`src/rtl/bht_assoc.sv`:
```
// Set-associative branch history / target buffer.
//
// Predicts direction and target in IF from a combinational lookup on PCF, trains in EX with
// saturating counters, tagged allocation and per-set round-robin replacement, and produces the
// EX-stage mispredict flag, the corrected fetch address and two saturating statistics counters.
//
// Ports:
//   clk, rst          clock (rising edge) and asynchronous active-low reset
//   PCF               fetch PC
//   PredF, NPC_PredF  predicted direction / predicted next PC
//   HitF              PCF tag hit in any valid way
//   PCE               PC of the instruction in EX
//   IsBranchE         resolved conditional branch in EX (training strobe)
//   BranchE, BrNPC    actual direction / actual taken target
//   PredE, NPC_PredE  prediction carried down the pipe for this instruction
//   MispredE          redirect required
//   NPC_FixE          corrected fetch address
//   StatBrCnt         resolved branches (saturating)
//   StatMissCnt       mispredictions (saturating)
module bht_assoc #(
   parameter int unsigned INDEX_LEN = 4,
   parameter int unsigned WAYS      = 2,
   parameter int unsigned CNT_W     = 2
) (
   input  logic        clk,
   input  logic        rst,
   input  logic [31:0] PCF,
   output logic        PredF,
   output logic [31:0] NPC_PredF,
   output logic        HitF,
   input  logic [31:0] PCE,
   input  logic        IsBranchE,
   input  logic        BranchE,
   input  logic        PredE,
   input  logic [31:0] NPC_PredE,
   input  logic [31:0] BrNPC,
   output logic        MispredE,
   output logic [31:0] NPC_FixE,
   output logic [31:0] StatBrCnt,
   output logic [31:0] StatMissCnt
);

   localparam int unsigned SETS  = 1 << INDEX_LEN;
   localparam int unsigned TAG_W = 30 - INDEX_LEN;
   // Pointer kept one bit wide for WAYS=1 so the declarations stay legal; it never moves then.
   localparam int unsigned WAY_W = (WAYS > 1) ? $clog2(WAYS) : 1;

   localparam logic [CNT_W-1:0] CNT_MAX = {CNT_W{1'b1}};
   localparam logic [CNT_W-1:0] CNT_MIN = {CNT_W{1'b0}};
   localparam logic [CNT_W-1:0] CNT_ONE = {{(CNT_W-1){1'b0}}, 1'b1};
   localparam logic [CNT_W-1:0] CNT_WT  = {1'b1, {(CNT_W-1){1'b0}}};
   localparam logic [WAY_W-1:0] WAY_ONE = {{(WAY_W-1){1'b0}}, 1'b1};

   logic                valid_q  [SETS][WAYS];
   logic [TAG_W-1:0]    tag_q    [SETS][WAYS];
   logic [31:0]         target_q [SETS][WAYS];
   logic [CNT_W-1:0]    cnt_q    [SETS][WAYS];
   logic [WAY_W-1:0]    victim_q [SETS];
   logic [31:0]         br_cnt_q;
   logic [31:0]         miss_cnt_q;

   logic [INDEX_LEN-1:0] idx_f, idx_e;
   logic [TAG_W-1:0]     tag_f, tag_e;
   logic                 hit_f, hit_e;
   logic [WAY_W-1:0]     way_f, way_e;
   logic [CNT_W-1:0]     cnt_e;

   // Word-alignment bits never take part in indexing or tagging.
   logic unused_pc_bits;
   assign unused_pc_bits = ^{PCF[1:0], PCE[1:0]};

   assign idx_f = PCF[INDEX_LEN+1:2];
   assign tag_f = PCF[31:INDEX_LEN+2];
   assign idx_e = PCE[INDEX_LEN+1:2];
   assign tag_e = PCE[31:INDEX_LEN+2];

   // Lookup, scanning from the top way down so the lowest-numbered hitting way wins.
   always_comb begin
      hit_f = 1'b0;
      way_f = '0;
      hit_e = 1'b0;
      way_e = '0;
      for (int w = WAYS - 1; w >= 0; w--) begin
         if (valid_q[idx_f][w] && (tag_q[idx_f][w] == tag_f)) begin
            hit_f = 1'b1;
            way_f = WAY_W'(w);
         end
         if (valid_q[idx_e][w] && (tag_q[idx_e][w] == tag_e)) begin
            hit_e = 1'b1;
            way_e = WAY_W'(w);
         end
      end
   end

   assign cnt_e = cnt_q[idx_e][way_e];

   // Prediction outputs; an invalid table after reset naturally yields fall-through.
   always_comb begin
      PredF     = hit_f & cnt_q[idx_f][way_f][CNT_W-1];
      HitF      = hit_f;
      NPC_PredF = PredF ? target_q[idx_f][way_f] : PCF + 32'd4;
   end

   // Mispredict and redirect address.
   always_comb begin
      MispredE = IsBranchE & ((PredE != BranchE) |
                              (PredE & BranchE & (NPC_PredE != BrNPC)));
      NPC_FixE = BranchE ? BrNPC : PCE + 32'd4;
   end

   // Table training.
   always_ff @(posedge clk or negedge rst) begin
      if (!rst) begin
         for (int s = 0; s < SETS; s++) begin
            victim_q[s] <= '0;
            for (int w = 0; w < WAYS; w++) begin
               valid_q[s][w]  <= 1'b0;
               tag_q[s][w]    <= '0;
               target_q[s][w] <= '0;
               cnt_q[s][w]    <= '0;
            end
         end
      end else if (IsBranchE) begin
         if (hit_e) begin
            if (BranchE) begin
               target_q[idx_e][way_e] <= BrNPC;
               if (cnt_e != CNT_MAX) cnt_q[idx_e][way_e] <= cnt_e + CNT_ONE;
            end else if (cnt_e != CNT_MIN) begin
               cnt_q[idx_e][way_e] <= cnt_e - CNT_ONE;
            end
         end else if (BranchE) begin
            valid_q[idx_e][victim_q[idx_e]]  <= 1'b1;
            tag_q[idx_e][victim_q[idx_e]]    <= tag_e;
            target_q[idx_e][victim_q[idx_e]] <= BrNPC;
            cnt_q[idx_e][victim_q[idx_e]]    <= CNT_WT;
            // WAYS is a power of two, so the natural wrap of the pointer is modulo WAYS.
            if (WAYS > 1) victim_q[idx_e] <= victim_q[idx_e] + WAY_ONE;
         end
      end
   end

   // Saturating statistics.
   always_ff @(posedge clk or negedge rst) begin
      if (!rst) begin
         br_cnt_q   <= '0;
         miss_cnt_q <= '0;
      end else begin
         if (IsBranchE && (br_cnt_q != 32'hFFFF_FFFF)) br_cnt_q <= br_cnt_q + 32'd1;
         if (MispredE && (miss_cnt_q != 32'hFFFF_FFFF)) miss_cnt_q <= miss_cnt_q + 32'd1;
      end
   end

   assign StatBrCnt   = br_cnt_q;
   assign StatMissCnt = miss_cnt_q;

endmodule

```
`config.mk`:
```
export PLATFORM = sky130hd
export DESIGN_NAME = bht_assoc
export DESIGN_NICKNAME = d
export VERILOG_FILES = /design/src/rtl/bht_assoc.sv
export SDC_FILE = /design/constraint.sdc
export NUM_CORES = 2
export LEC_CHECK = 0
export CAP_MARGIN = 20
export CORE_MARGIN = 2
export CORE_UTILIZATION = 56
export DETAILED_ROUTE_END_ITERATION = 8
export PLACE_DENSITY = 0.79
export SYNTH_ARGS = -nofsm -noshare
export SYNTH_HDL_FRONTEND = slang
export SYNTH_SLANG_ARGS = --single-unit
export TNS_END_PERCENT = 1
```
`constraint.sdc`:
```
create_clock -name clk -period 5.6 [get_ports clk]
set_input_delay 1.12 -clock clk [delete_from_list [all_inputs] [get_ports clk]]
set_output_delay 1.12 -clock clk [all_outputs]
set_load 0.05 [all_outputs]
```
==> design notes <==
The run finished, with violations left. The final reports fail on setup timing. STA lists the maximum fanout along the critical path as 30. The fill cell instance count of the final layout was 12400. For reference, the top cells by count after synthesis are sky130_fd_sc_hd__dfrtp_1 (2032), sky130_fd_sc_hd__mux2_2 (1466), sky130_fd_sc_hd__mux4_2 (754).

Critical path startpoint category: an input pin. The run gives 21.3% for the tightest slew margin relative to the limit. The remaining number of nets flagged by the antenna check after routing was 0; the initial antenna violation count was 13. Per the final layout report, the fraction of cells sized above drive strength 1 comes to 47.0%.

The family of cells with the greatest summed delay on the critical path is buffers and inverters. The number of buffers and inverters on the critical path is 7. Clock-pin slew was measured on the worst setup and hold paths at 0.06 ns. Looking at the power breakdown, combinational cells take 20.3% of the total.

According to the hold report, the worst path is of the in -> async type. The setup slack at placement is -0.739 ns, and the area growth from synthesis to layout is 18.6%. The minimum clock period is 6.17 ns, and the remaining global-route overflow is 0.

Cell internal power was estimated by the tool at 30300 uW. Net switching is 27.9% of the power. The run gives 70600 as the via count of the first global-routing pass. The run gives 104000 um^2 for the total standard cell area after synthesis. The net count after synthesis is 7000. Derived from the worst setup path, the maximum achievable clock frequency is 162 MHz. The analysis attributes to cell leakage a power of 0.0565 uW. Per the OpenROAD floorplan log, the area of the die is 189000 um^2. The ratio of routed vias to standard cells came out at 6.76. The quantity of I/O buffers inserted on ports works out to 263. TritonCTS built the clock tree.

The number of H-tree levels came out at 4. Entering global routing, the biggest net connects 197 pins. The pin closest to its max-slew limit shows a slew of 1.18 ns. After synthesis, the mean cell area works out to 15.2 um^2. Looking at the gate-level netlist, the highest instance count belongs to sky130_fd_sc_hd__dfrtp_1.

After the last flow step, the layout net total stands at 7587. The final instance count without filler cells is 10100. After clock tree synthesis, the flow added hold-fix buffers numbering 0. The clock passes through at most 3 buffers.

The script parses the final routing iteration and logs DRC violations as 0. Once layout is complete, the utilization of the core stands at 66.8%. The data required time of the critical path came out at 4.48 ns. The effective utilization at floorplan is 56.3%. The logs give -0.568 ns for the minimum setup slack in the final design and 2032 for the number of clock sinks seen by CTS.

The final cycle utilization of the critical path was 110%. Sorting the synthesized cells by area gives the leading types as sky130_fd_sc_hd__dfrtp_1 (49%), sky130_fd_sc_hd__mux4_2 (16%), sky130_fd_sc_hd__mux2_2 (16%). The final timing report counts setup violations totalling 32. The number of distinct library cells after synthesis came out at 83. The OpenROAD warning count was 55. The worst-case reg-to-reg setup slack stands at 0.76 ns. The run gives 100% for the post-synthesis async set-or-reset flop share. The cell repeated most along the worst path was sky130_fd_sc_hd__buf_12.

The run gives 230000 um as the detailed-placement wirelength estimate. The clock latency at the later pin of the worst-skew pair is 0.89 ns. Tracing the worst setup path back leads to its startpoint at PCF[3]. The post-route worst hold slack is 0.205 ns. Critical path class: in -> out.

Per the synthesis report, the dominant area consumer among library cells is sky130_fd_sc_hd__dfrtp_1. During I/O placement, the number of pins put on the boundary was 264. Looking at the power breakdown, the clock network takes 34.9% of the total. The final timing report lists a hold violation count of 0.

The total count of max-transition violations in the final report was 0; the worst clock skew was 0.0488 ns. For the total iterations of the first detailed-routing run, the log shows 7. With the weighted congestion at the end of routability-driven global placement at 0.959, the part of the power in registers is 44.8%.

The fraction of the yosys area taken by sequential cells came out at 48.8%. The run gives 6857 for the cell count listed in synth_stat.txt. For this block, the initial DRC count from the detailed router was 7490.
-- cell usage in the layout, fill, tap and decap left out, drive strengths merged, types with 26 or more instances in the layout --
master,instances
dfrtp,2032
mux2,1877
buf,854
mux4,754
mux2i,315
clkbuf,290
xnor2,189
nand2,189
clkdlybuf4s50,175
xor2,91
o21ai,85
nor2,85
nand3,71
a21oi,70
nand4,50
clkinv,46
nand2b,37
and3,37
inv,35
a22o,33
and2,27
a22oi,26
bufinv,26
a211oi,26
-- worst reg2reg max path: stages, from the launching register on --
cell and delay, ns:
sky130_fd_sc_hd__dfrtp_1 0.40, sky130_fd_sc_hd__mux4_2 0.49, sky130_fd_sc_hd__mux4_2 0.52, sky130_fd_sc_hd__xnor2_1 0.20
sky130_fd_sc_hd__buf_4 0.16, sky130_fd_sc_hd__nand4_1 0.09, sky130_fd_sc_hd__or4_1 0.62, sky130_fd_sc_hd__nor4_4 0.18
sky130_fd_sc_hd__buf_4 0.22, sky130_fd_sc_hd__nand2_1 0.15, sky130_fd_sc_hd__mux2_2 0.32, sky130_fd_sc_hd__ha_1 0.20
sky130_fd_sc_hd__mux2i_1 0.16, sky130_fd_sc_hd__and2_1 0.18, sky130_fd_sc_hd__nand2_1 0.08, sky130_fd_sc_hd__or2_2 0.41
sky130_fd_sc_hd__o21ai_0 0.22, sky130_fd_sc_hd__o21ai_0 0.13
-- routing by layer --
metal / track usage, % / vias up / wire length, um
met5: 0 / - / 24
met4: 23.4 / 4 / 25800
met3: 8.12 / 1022 / 28700
met2: 55.1 / 3712 / 158000
met1: 44.8 / 36500 / 123000
li1: - / 27000 / -
-- what timing repair did --
item | CTS | global route
resized | 44 | 46
gates cloned | 3 | 2
pin swaps | 2 | 7
setup buffers | 5 | 10
endpoints found under the setup margin | 35 | 36
-- logic make-up after synthesis --
group | after synthesis | synth area share [%]
buffers and inverters | 681 | 3.74
flip-flops | 2032 | 48.8
AND-OR/OR-AND | 321 | 2.07
multiplexers | 2946 | 39.6
AND/OR/NAND/NOR | 587 | 3.23
adder cells (fa/ha/maj) | 10 | 0.120
XOR/XNOR | 280 | 2.36
-- power by group through the flow --
stage	registers, uW	logic, uW	clock network [uW]
after floorplan	18500	5510	0
final	18800	8530	14700
after global routing	19000	8980	15400
after global placement	18800	8060	0
after detailed placement	19000	8320	0
after CTS	18700	8440	14800
-- sequential cells by signal (all words and copies together), names as in the netlist --
register	flops
victim_q	16
valid_q	32
cnt_q	64
StatBrCnt	32
StatMissCnt	32
tag_q	832
target_q	1024
-- metrics by stage --
stage / TNS (ns) / cell area, um^2
floorplan: -13.00 / 104000
global placement: -41.89 / 116000
detailed placement: -43.99 / 116000
CTS: -14.76 / 123000
global route: -18.94 / 123000
finish: -15.99 / 124000
-- final cells by class --
cell class,instances,area [um^2],area share (%)
diodes,9,22.5,0.0182
clock buffers,287,5840,4.73
clock inverters,92,1350,1.09
inverters,28,113,0.0912
multi-input cells,4144,50200,40.6
flip-flops and latches,2032,50800,41.2
well taps,2480,3100,2.51
repair buffers,1033,12100,9.76
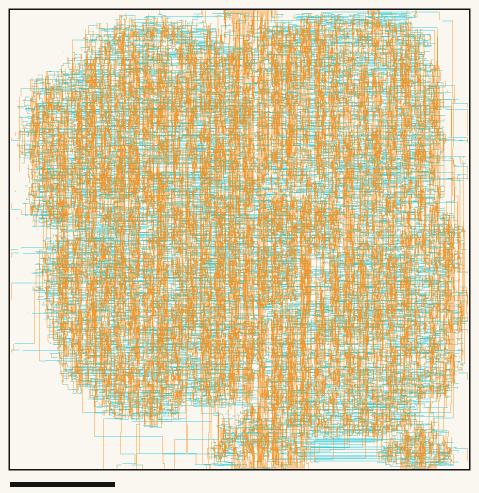
Fig. 1. Signal wires by layer.
The bar under the picture is 100 um long. Two of the layers only.
Cyan stands for M1, wire length 123 mm. Orange stands for M2, wire length 158 mm.
sum of routed wire length over all layers: 336000 um
per-cell routed wire length: 33.2 um
total routing usage reported by global routing: 35.4%

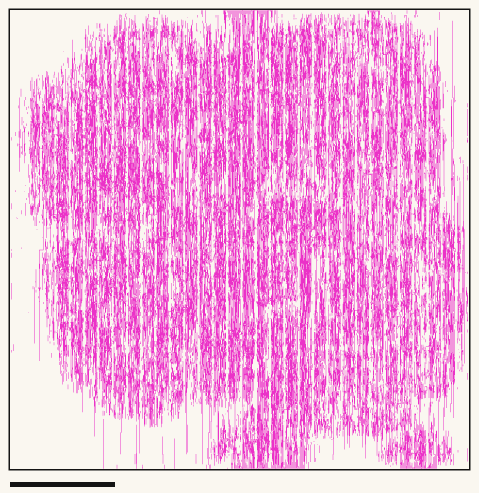
Fig. 2. Met2 routing.
The bar under the picture is 100 um long.
The layer carries 158 mm of wire. The layer holds 47% of the routed length. 7170 nets have wire on it.
met2 Use GR: 55.1%
total number of vias: 68300

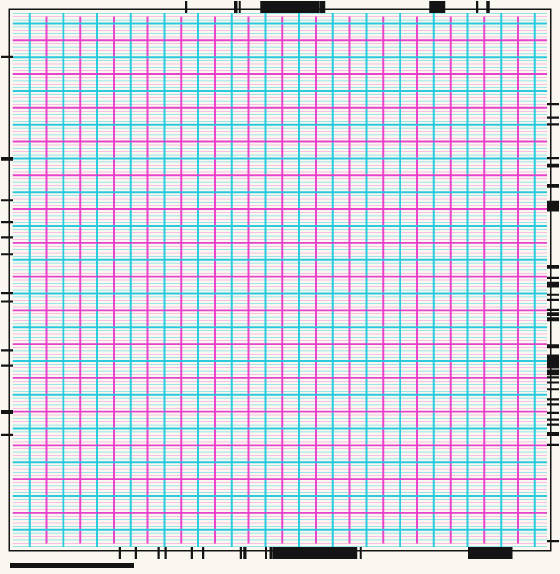
Fig. 3. Floorplan with the power grid.
The bar under the picture is 100 um long. Pins as bars on the die edge.
Magenta stands for VDD. Cyan stands for VSS.
159 met1 rails follow the rows. 264 signal pins sit on the boundary.
worst vdd ir: 0.272 mV
y dimension of the die: 435 um
floorplan core area: 185000 um^2
die span in x: 435 um

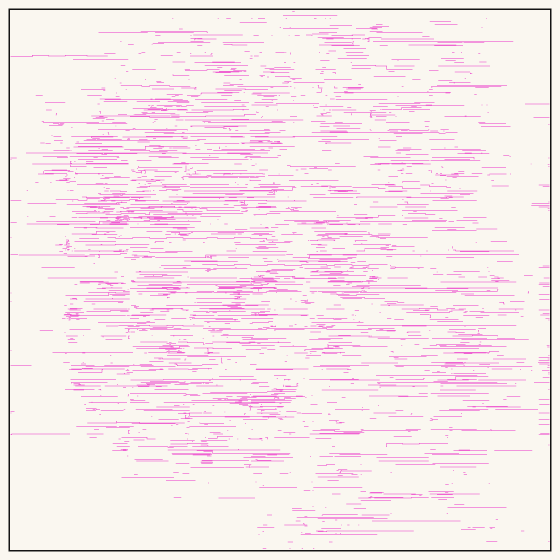
Fig. 4. Met3 routing.
1101 nets have wire on it. The wires run mostly horizontal. The layer carries 28.7 mm of wire. The longest straight run is 171 um.
met3 Resource Use GR: 8.12%

Power is estimated from default activity; no workload was simulated.
